Figure 1. Clock wiring as the flow saved it (run 1).
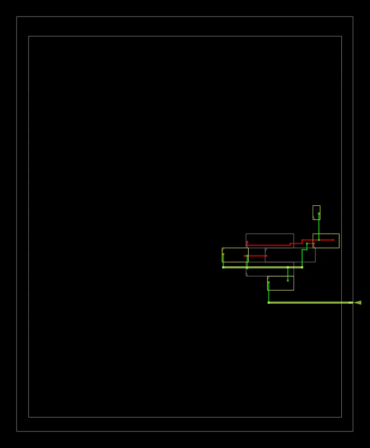
Figure 2. Cells by drive strength (run 1).
Bar = 20 um.
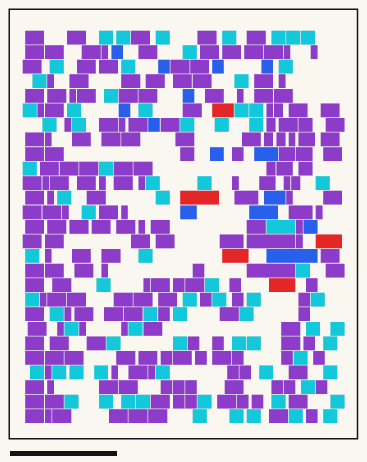
Figure 3. Clock wires, drivers and flops (run 1).
Bar = 20 um.
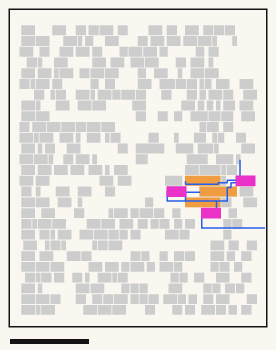
Figure 4. Zoomed window (run 1).
Region (34, 5) to (64, 35) um. Cells in gray, sequential cells in the stronger gray; small squares are vias.
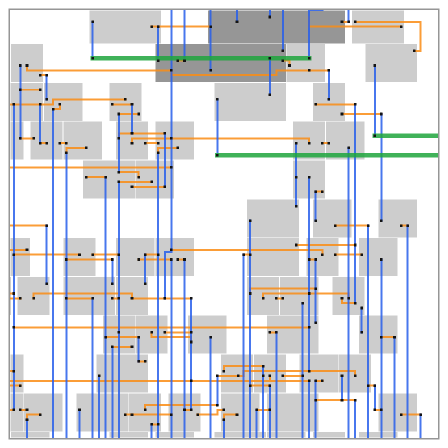
Design wb_arbiter, sky130hd; sources not shown.
==> run summary, run 1 <==
Results of an implementation run.

The flow ran to the end, and the final reports show no timing, DRC or antenna violations. The floorplan step set the die width to 64.8 um. The register with the most flip-flops in the layout has 2 of them. Dividing the detail-routed via count by the number of cells gives 4.46. The net switching power of the design is 0.00262 W. The routing layer with the top usage in global route is met2.

Across the whole layout, storage elements account for 76.3 um2. The number of clock buffers inserted by TritonCTS is 3. According to the floorplan report, the total die area is 5180 um2. The number of standard cells after synthesis is 154. The share of cells above drive strength 1 is 0.306. The wire length after detailed routing is 5000 um. The top cell types in the final layout, fill and taps aside, are 90 x clkdlybuf4s50_1, 76 x buf_4, 37 x mux2i_1, 30 x and2_1, 29 x nor2_1.

The mean routed wirelength per cell is 13.4 um. The number of vias in the routed layout is 1658. After routing, the total negative slack on setup checks comes to 0 ns. For reference, the final report shows the hold violation count at 0.

As logged by OpenROAD, the buffers inserted on ports number 161. The top cell type by total area after synthesis is mux2i_1. Across the run, the number of max-cap violations was 0.

The share of the core filled with cells is 0.605. The maximum number of pins on one net before global-route repair is 27. Yosys reported that registers with async set or reset make up 1.00. The main area contributors are mux2i_1 33%, and2_1 17%, nor2_1 12%.
-- Figure 1 (at the start) --
CTS sink count: 3
sequential cell count: 3
power in the clock group: 0.000149 W

-- Figure 2 (at the start) --
drive 3 to 4 -> cyan  # cells 77, most used buf_4
drive 2 -> blue  # cells 14, most used nor2_2
drive 6 and up -> red  # cells 5, most used clkbuf_8
drive 1 or less -> purple  # cells 218, most used clkdlybuf4s50_1
post-route setup slack: 0.173 ns
area growth from synthesis to final layout: 142%
Layout Cell Area excl Fill: 2680 um2
number of non-clock buffers in the layout: 169

-- Figure 3 (at the start) --
flip-flops -> orange  # count 3
cells driving clock nets -> magenta  # count 3
clock wires -> blue  # length 76.8 um
routed clock nets = 4
Insertion Delay late pin: 0.22 ns
part of the power in the clock network: 0.036

-- Figure 4 (at the start) --
met1 -> orange
met2 -> blue
met3 -> green
most frequent = and2_1 (21), buf_4 (18), clkdlybuf4s50_1 (10)
cells with their middle in the window = 54
sequential cells in the window = 2

[run 1: worst max-delay path, cell delays in order (launching register included)]
cell     delay [ns]
dfrtp_1        0.36
inv_1          0.13
ha_2           0.33
buf_6          0.23
mux2i_1        0.24
nor2_2         0.05
buf_4          0.19
[run 1: metrics by stage]
stage                     setup WS [ns]  cell area (um2)  std cells
after floorplan                  -0.406             1130        155
after global placement            0.295             2620        367
after detailed placement          0.298             2620        367
after CTS                        0.0517             2670        372
after global routing             0.0348             2680        372
final                             0.173             2680        372
[run 1: cell type report]
cell class | instances | area share
Clock buffer | 4 | 0.0168
Sequential cell | 3 | 0.0285
Multi-Input combinational cell | 134 | 0.357
Timing Repair Buffer | 169 | 0.565
Tap cell | 58 | 0.0271
Inverter | 4 | 0.00560
[run 1: cell families (layout without fill, tap and decap cells)]
kind of cell,after synthesis,after routing,share of synthesized area
and+or+nand+nor,81,81,0.379
muxes,39,39,0.358
buffers and inverters,18,177,0.0893
AOI/OAI and AO/OA,8,8,0.0565
adders and majority gates,4,4,0.0452
DFF,3,3,0.0689
other,1,2,0.00339
[run 1: power groups by stage]
stage	registers (W)	clock network, W	logic, W
floorplan	0.000102	0	0.00275
global placement	0.000104	0	0.00388
detailed placement	0.000105	0	0.00387
CTS	0.000105	0.000153	0.00388
global route	0.000109	0.000159	0.00406
finish	0.000105	0.000149	0.00386
[run 1: timing repair]
item                                    in CTS  in global routing
hold buffers                                 1                  0
endpoints found under the setup margin       0                 18
endpoints found under the hold margin        2                  0
gates resized                                0                  2
[run 1: per-layer routing]
metal,share of wire,vias up
met5,0,-
met4,0.0092,0
met3,0.068,4
met2,0.57,89
met1,0.35,729
li1,-,836
Figure 5. The metal 2 layer (run 1).
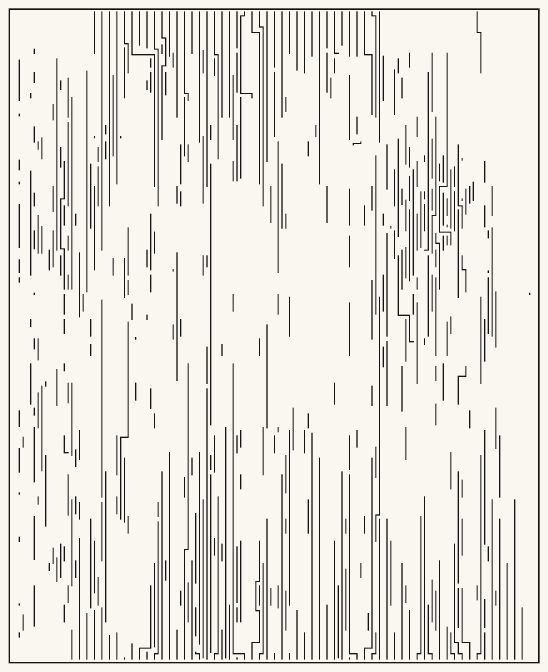

==> inputs of run 2 (changes only) <==
Settings changed: CAP_MARGIN from default to 40, CORE_ASPECT_RATIO 1.25 to 0.9.
Figure 6. The metal 2 layer (run 2).
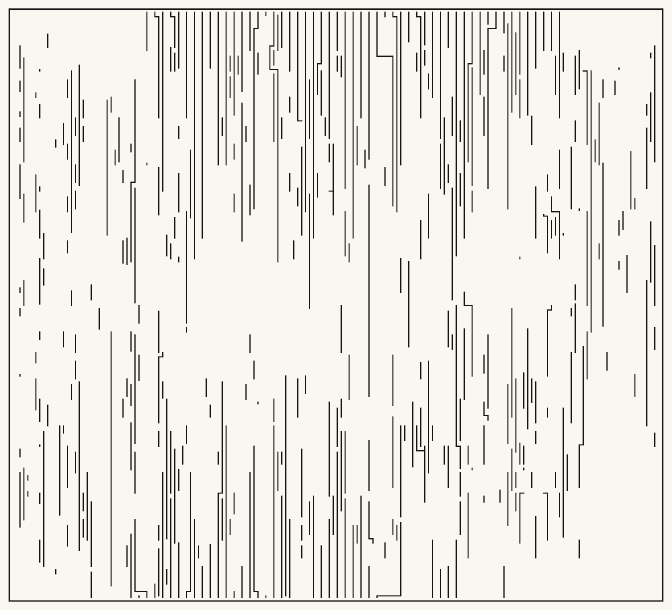
share of all routed wire = 54%
longest straight run = 30.3 um
met2 demand-to-capacity share in global routing: 0.299
routed via count: 1615

==> run summary, run 2 <==
Results of an implementation run.

The flow ran to the end, and the final reports show no timing, DRC or antenna violations. The worst register-to-register path has a depth of 6. The mean routed wirelength per cell is 12.3 um. The share of cells above drive strength 1 is 0.298. The detailed router reported a total wirelength of 4580 um. The placement stage leaves a total instance area of 2620 um2. Setup slack closes at 0.0867 ns. Between the synthesized netlist and the finished layout, the area growth was recorded as 142%.

The number of clock buffers inserted by TritonCTS is 3. The path class of the lowest-slack min-delay path is flip-flop to flip-flop. Among cell families on the critical path, the largest total delay comes from buffers and inverters. TritonCTS built the clock tree.

The top cell type by total area after synthesis is mux2i_1. The critical-path cell with the highest stage delay is dfrtp_1. From left edge to right edge, the die measures 75.6 um. The number of buffers inserted by port buffering is 161.

The max-cap check violation count is 0. The signal on the critical path passes through inv_1 -> ha_2 -> buf_12 -> mux2i_1 -> nor2_1 -> buf_4. The flip-flop count of the largest register after layout is 2. The post-route cell area is 2680 um2. The clock reaches the later pin of the worst-skew pair after 0.21 ns.

Hold-check failures listed in the final report amount to 0. The summed negative setup slack over all endpoints is 0 ns. The number of sinks handled by clock tree synthesis is 3. The placement-stage worst setup slack is 0.292 ns. The number of standard cells after synthesis is 154.

The main area contributors are mux2i_1 33%, and2_1 17%, nor2_1 12%. In the layout the commonest cells are 90 x clkdlybuf4s50_1, 74 x buf_4, 37 x mux2i_1, 30 x and2_1, 29 x nor2_1. The STA report counts the stages on the worst setup path as 6. Entering global routing, the biggest net connects 37 pins. The net count reported at finish is 408. The number of non-filler instances in the completed layout is 374. The delay of the slowest cell on the worst path is 0.36 ns. The cell total after placement is 369. The sequential cell area is 76.3 um2.
## run 2: cell counts after synthesis
No cell type changed its count.
## run 2: cell type report
class | instances | area share
tap | 62 | 0.0290
clock buffer | 4 | 0.0168
inverter | 4 | 0.00561
sequential | 3 | 0.0285
multi-input combinational | 134 | 0.357
timing repair buffer | 167 | 0.563
## run 2: cell families (layout without fill, tap and decap cells)
logic type      after synthesis  in the layout  share of synthesized area
simple gates                 81             81                      0.379
mux                          39             39                      0.358
buf+inv                      18            175                     0.0893
compound gates                8              8                     0.0565
fa+ha+maj                     4              4                     0.0452
flops                         3              3                     0.0689
other cells                   1              2                    0.00339
## run 2: routing by layer
metal | vias up | GRT usage | wire length, um
met5 | - | 0 | 0
met2 | 86 | 0.299 | 2460
met3 | 6 | 0.0412 | 425
li1 | 824 | - | -
met1 | 699 | 0.177 | 1630
met4 | 0 | 0.0592 | 76
## run 2: worst reg2reg max path, stage by stage, from the launching register on
cell	delay (ns)
dfrtp_1	0.40
inv_1	0.07
ha_1	0.30
nand2_1	0.11
a211o_1	0.30
o211ai_2	0.21
mux2_4	0.32
## run 2: report_power, final
| part | switching (W) | total (W) | internal (W) |
|---|---|---|---|
| Clock | 0.0000334 | 0.000150 | 0.000116 |
| Sequential | 0.0000200 | 0.000102 | 0.0000824 |
| Combinational | 0.00253 | 0.00382 | 0.00129 |
## run 2: timing repair
action,in CTS,in global routing
hold endpoints to repair,2,0
resized,0,0
setup endpoints to repair,0,4
hold buffers,1,0
Power and IR drop assume default switching activity.
